--- src/rtl/mem_access_unit.sv ---
// LC-3b MEM-stage access controller: direct/indirect loads and stores with
// byte-lane steering, stalling the pipeline until the data-memory port responds.
module mem_access_unit (
  input  logic        clk,
  input  logic        reset_n,
  input  logic        req_valid,
  input  logic        read,
  input  logic        write,
  input  logic        indirect,
  input  logic [1:0]  mem_byte_sig,
  input  logic [15:0] addr,
  input  logic [15:0] wdata,
  output logic        mem_read,
  output logic        mem_write,
  output logic [15:0] mem_address,
  output logic [15:0] mem_wdata,
  output logic [1:0]  mem_byte_enable,
  input  logic        mem_resp,
  input  logic [15:0] mem_rdata,
  output logic        stall,
  output logic        done,
  output logic [15:0] rdata
);

  typedef enum logic [1:0] {IDLE, IND, ACCESS, DONE} state_t;

  typedef struct packed {
    logic        rd;
    logic        wr;
    logic        ind;
    logic [1:0]  size;
    logic [15:0] addr;
    logic [15:0] wdata;
  } req_t;

  state_t      state, nxt;
  req_t        req_q;
  logic [15:0] ptr_q;
  logic [15:0] rdata_q;
  logic        accept;
  logic        byte_acc;
  logic [15:0] ea;
  logic [15:0] lane_data;

  assign accept    = (state == IDLE) & req_valid & (read | write);
  assign ea        = req_q.ind ? ptr_q : req_q.addr;
  // Indirect forces word size on both phases.
  assign byte_acc  = (req_q.size == 2'b01) & ~req_q.ind;
  assign lane_data = byte_acc ? {8'h00, ea[0] ? mem_rdata[15:8] : mem_rdata[7:0]}
                              : mem_rdata;
  assign rdata     = rdata_q;

  always_ff @(posedge clk or negedge reset_n) begin
    if (!reset_n) begin
      state   <= IDLE;
      req_q   <= '0;
      ptr_q   <= '0;
      rdata_q <= '0;
    end else begin
      state <= nxt;
      if (accept) begin
        // Read wins when both are set; the write is dropped here.
        req_q <= '{rd: read, wr: write & ~read, ind: indirect,
                   size: mem_byte_sig, addr: addr, wdata: wdata};
      end
      if (state == IND && mem_resp)
        ptr_q <= mem_rdata;
      if (state == ACCESS && mem_resp && req_q.rd)
        rdata_q <= lane_data;
    end
  end

  always_comb begin
    nxt             = state;
    mem_read        = 1'b0;
    mem_write       = 1'b0;
    mem_address     = '0;
    mem_wdata       = '0;
    mem_byte_enable = '0;
    stall           = 1'b0;
    done            = 1'b0;
    case (state)
      IDLE: begin
        stall = accept;
        if (accept) nxt = indirect ? IND : ACCESS;
      end
      IND: begin
        stall           = 1'b1;
        mem_read        = 1'b1;
        mem_address     = {req_q.addr[15:1], 1'b0};
        mem_byte_enable = 2'b11;
        if (mem_resp) nxt = ACCESS;
      end
      ACCESS: begin
        stall     = 1'b1;
        mem_read  = req_q.rd;
        mem_write = req_q.wr;
        if (byte_acc) begin
          mem_address     = ea;
          mem_byte_enable = ea[0] ? 2'b10 : 2'b01;
          mem_wdata       = {req_q.wdata[7:0], req_q.wdata[7:0]};
        end else begin
          mem_address     = {ea[15:1], 1'b0};
          mem_byte_enable = 2'b11;
          mem_wdata       = req_q.wdata;
        end
        if (mem_resp) nxt = DONE;
      end
      DONE: begin
        done = 1'b1;
        nxt  = IDLE;
      end
      default: nxt = IDLE;
    endcase
  end

endmodule

--- config.mk ---
export PLATFORM = sky130hd
export DESIGN_NAME = mem_access_unit
export DESIGN_NICKNAME = d
export VERILOG_FILES = /design/src/rtl/mem_access_unit.sv
export SDC_FILE = /design/constraint.sdc
export NUM_CORES = 1
export LEC_CHECK = 0
export CORE_UTILIZATION = 35
export CTS_CLUSTER_SIZE = 14
export DETAILED_ROUTE_END_ITERATION = 16
export GPL_TIMING_DRIVEN = 1
export PLACE_DENSITY_LB_ADDON = 0.2
export SYNTH_ARGS = -nofsm -noshare
export SYNTH_HDL_FRONTEND = slang
export SYNTH_SLANG_ARGS = --single-unit
--- constraint.sdc ---
create_clock -name clk -period 2.1 [get_ports clk]
set_input_delay 0.42 -clock clk [delete_from_list [all_inputs] [get_ports clk]]
set_output_delay 0.42 -clock clk [all_outputs]
set_load 0.01 [all_outputs]
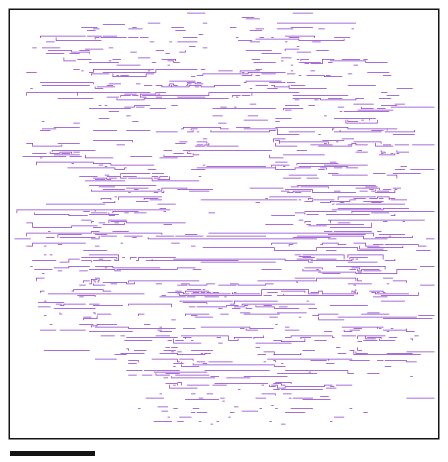
(images/met1.png)
The bar under the picture is 20 um long.
423 nets have wire on it. The longest straight run is 39.6 um. The wires run mostly horizontal.
met1 capacity usage during global routing: 23.87%
Vias: 2662

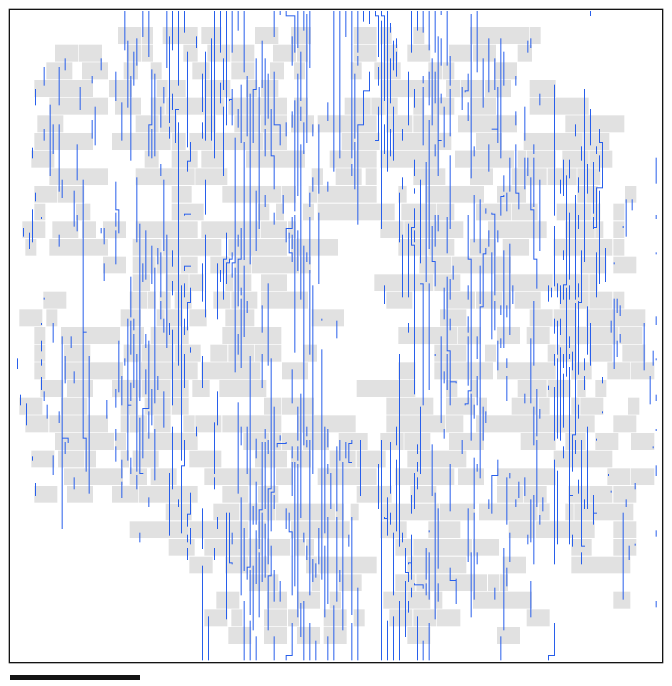
(images/met2.png)
The bar under the picture is 20 um long.
The layer holds 49% of the routed length. The layer carries 4230 um of wire. 428 nets have wire on it. The longest straight run is 39.8 um.

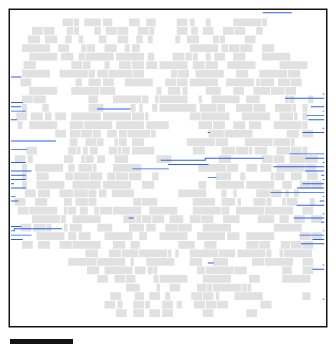
(images/met3.png)
The bar under the picture is 20 um long.
The layer carries 320 um of wire. The wires run mostly horizontal. The longest straight run is 18.4 um. The layer holds 3.7% of the routed length. 52 nets have wire on it.
Global Route met3 Usage: 3.537%
Post-Route WL: 8720 um

==> run summary <==
Results of an implementation run.

The flow ran to the end, and the final reports show no timing, DRC or antenna violations. The critical path launch point type is a flop. CTS reports a maximum clock tree buffer depth of 2. TritonCTS built the clock tree. The number of setup violations in the final report is 0. The upper clock frequency limit is 477.1 MHz. The routed design shows a wire length per standard cell of 15.85 um. Counting only logic cells after layout, the most numerous master is sky130_fd_sc_hd__clkdlybuf4s50_1. The number of warnings the tools reported is 32. Between the synthesized netlist and the finished layout, the area growth was recorded as 52.84%. The number of fill cells in the layout is 837. The die is 100.5 um tall. The tree built by TritonCTS fans out to 70 sinks. During synthesis, Yosys emitted a total of 0 warnings. The category of the critical setup timing path is flop to primary output. The floorplan step set the die width to 100.5 um. The total number of H-tree levels is 3. The total congestion overflow is 0. The number of hold buffers added after CTS is 0. The maximum clock skew at final layout is 0.007173 ns.

The number of placed cells counting well taps is 521. For this block, the initial DRC count from the detailed router was 65. Clock tree synthesis selected as its root buffer the cell sky130_fd_sc_hd__clkbuf_8. The launch point of the worst register-to-register path is recorded as state[0]. The number of detailed-route iterations in the first pass is 4. The data arrival time reported for the critical path is 1.68 ns.

The final critical-path share of the clock period is 99.81%. Setup repair after global routing could not meet its margin everywhere. STA classifies the critical path endpoint as a primary output. TritonCTS created 9 clock buffers.

The post-CTS clock slew at the launch and capture registers of the worst setup and hold paths is 0.08 ns. The final instance count without filler cells is 550. The remaining antenna violation count after routing is 0. The class of the tightest hold or removal check is input port to asynchronous set/reset pin. When the netlist entered floorplanning its net count stood at 336. The largest fanout on the critical path is 7. The total cells reported by yosys after synthesis is 274. The first-pass GRT wire length is 13700 um. At the pin with the least slew margin, the transition time is 0.5125 ns. Walking the worst path, the cells encountered are buf_6 -> clkbuf_16 -> mux2_4 -> a22oi_2 -> nor2_1 -> clkbuf_2.

Yosys mapped a number of flops with a built-in enable equal to 0. The via count of the first global-routing pass is 2703. For this run, the script counts the antenna cells in the layout as 0. For this design, the slowest cell found on the critical path is sky130_fd_sc_hd__dfrtp_1. STA on the placed design reports a worst setup slack of -0.1081 ns. Per the synthesis report, the single largest cell type by area occupies 51.58% of cell area.

Synthesis handed over a netlist of 274 instances. At the end of routability-driven placement, the weighted congestion stood at 0.7358. The cell area that synthesis handed to floorplanning was 0.003396 mm^2. Endpoints failing hold in the final report were tallied at 0.

The chip area in the Yosys report is 0.003396 mm^2. The number of nets in the finished design is 478. The number of antenna violations at the first check in global routing is 0.

Total global-route track usage over all layers is 17.86%. Entering global routing, the biggest net connects 39 pins. The floorplan step records an initial core utilization of 36.41%.

The number of different library cells in the post-synthesis netlist is 30. The average instance in the mapped netlist occupies 12.39 um^2. On met2, the global router reports a usage of 28.71%. Tracing the worst setup path back leads to its startpoint at req_q[34].

The proportion of synthesized chip area in sequential cells is 51.58%. Subtracting the final worst setup slack from the clock period gives 2.096 ns. At the later pin of the worst-skew pair, clock insertion delay measures 0.34 ns. According to the timing report, the data required time at the worst endpoint equals 1.68 ns. The top flip-flop cell by instance count after synthesis is sky130_fd_sc_hd__dfrtp_1. The depth of the worst register-to-register path is 6. The capture instance of the worst register-to-register path is req_q[36]. In the post-synthesis netlist, the biggest area contributors are sky130_fd_sc_hd__dfrtp_1 (52%), sky130_fd_sc_hd__mux2_2 (19%), sky130_fd_sc_hd__mux2i_1 (5.6%), sky130_fd_sc_hd__a22oi_1 (3.1%), sky130_fd_sc_hd__mux2_1 (2.3%). Looking at the global route congestion table, the highest-usage layer is met2. The number of rows in the core area is 35. The sum of negative setup slack is 0 ns.

The tightest hold path in the finished design has a slack of 0.02579 ns. The slack of the worst reg-to-reg path is 0.27 ns. Across all checked pins, the minimum headroom to the slew limit is 65.84%. The top cell types in the final layout, fill and taps aside, are sky130_fd_sc_hd__clkdlybuf4s50_1 (72), sky130_fd_sc_hd__dfrtp_1 (69), sky130_fd_sc_hd__mux2_2 (48). According to the I/O placement log, the pin count is 111. Once routing completed, OpenROAD measured the worst setup slack at 0.004083 ns. Per the final layout report, the fraction of cells sized above drive strength 1 comes to 42.28%. In this design, the stage delay of the slowest critical-path cell is 0.42 ns.

Looking at area per cell type in the netlist, the leader is sky130_fd_sc_hd__dfrtp_1. The power density over cell area is 1549 mW/mm^2. Dividing the detail-routed via count by the number of cells gives 4.840.

The number of design rule violations left after detail routing is 0. The highest supply drop recorded on VDD is 0.6459 mV. After floorplanning, the die was sized to cover 0.01010 mm^2. The fraction of registers with async set or reset after synthesis is 100.0%. As logged by OpenROAD, the buffers inserted on ports number 110. The placeable core area is 0.009328 mm^2. The max-slew violation total from the final report is 0. Per the run summary, max-cap violations total 0.

The standby leakage power is 2.292 nW. The HPWL after detailed placement is 5912 um. The synthesis-stage register bit count is 70.
metal layers:
layer  part of all wire (%)  routed length [um]  vias up
met4                    1.4                 123        0
met1                     46                4047     1327
met5                      0                   0        -
li1                       -                   -     1266
met2                     49                4230       60
met3                    3.7                 320        9
cell type report:
class / instances / area, um^2 / area share (%)
Sequential cell: 70 / 1753 / 33.78
Tap cell: 129 / 161.4 / 3.110
Clock buffer: 9 / 123.9 / 2.387
Inverter: 3 / 13.76 / 0.2652
Multi-Input combinational cell: 183 / 1718 / 33.10
Clock inverter: 7 / 50.05 / 0.9643
Timing Repair Buffer: 149 / 1370 / 26.40
worst max-delay path, delay by kind of cell (launching register included):
kind | cells | cell delay, ns
AND/OR/NAND/NOR | 1 | 0.06
buffers and inverters | 3 | 0.42
multiplexers | 1 | 0.31
flip-flops | 1 | 0.42
AND-OR/OR-AND | 1 | 0.12
worst max-delay path by stage:
stage                                 end  slack [ns]  cells past startpoint
after global placement     mem_address[7]       -0.13                      6
after floorplan           mem_address[12]        0.29                      6
final                      mem_address[4]       0.004                      6
after detailed placement   mem_address[5]       -0.11                      6
after CTS                 mem_address[12]       -0.16                      6
after global routing         mem_wdata[8]       -0.16                      6
through the flow:
step,utilization (%),total power (W),cell area [um^2]
6_report,55.64,0.008042,5190
5_1_grt,55.64,0.008606,5190
4_1_cts,54.67,0.007732,5100
3_5_place_dp,51.67,0.006639,4820
3_3_place_gp,51.67,0.006568,4820
2_1_floorplan,-,0.004593,3396
sequential cells by signal, indices dropped and copies added (netlist names):
name,count
rdata,16
ptr_q,15
req_q,37
state,2
cell families after synthesis:
| family | after synthesis | share of synthesized area (%) |
|---|---|---|
| compound gates | 41 | 8.438 |
| mux | 84 | 27.16 |
| flops | 70 | 51.58 |
| fa+ha+maj | 5 | 1.842 |
| buf+inv | 21 | 3.132 |
| simple gates | 53 | 7.848 |
cells in the mapped netlist (4+ instances only):
cell type                   n
sky130_fd_sc_hd__dfrtp_1   70
sky130_fd_sc_hd__mux2_2    58
sky130_fd_sc_hd__mux2i_1   19
sky130_fd_sc_hd__nor2_1    17
sky130_fd_sc_hd__a22oi_1   14
sky130_fd_sc_hd__nand2_1   11
sky130_fd_sc_hd__nor2b_1   10
sky130_fd_sc_hd__and2_1     9
sky130_fd_sc_hd__a22o_1     8
sky130_fd_sc_hd__o21ai_1    8
sky130_fd_sc_hd__buf_2      7
sky130_fd_sc_hd__mux2_1     7
sky130_fd_sc_hd__clkbuf_1   6
sky130_fd_sc_hd__ha_1       5
sky130_fd_sc_hd__o21ai_0    4
repair_timing:
action,4_1_cts,5_1_grt
resized,92,87
setup buffers,7,5
pin swaps,3,8
endpoints found under the setup margin,37,36
cloned,1,1
where the power goes:
part           internal [W]  switching (W)
clock              0.000429       0.000524
combinational       0.00269        0.00195
sequential          0.00202       0.000430
Power figures rest on the tool's default switching activity, not on a simulated workload.
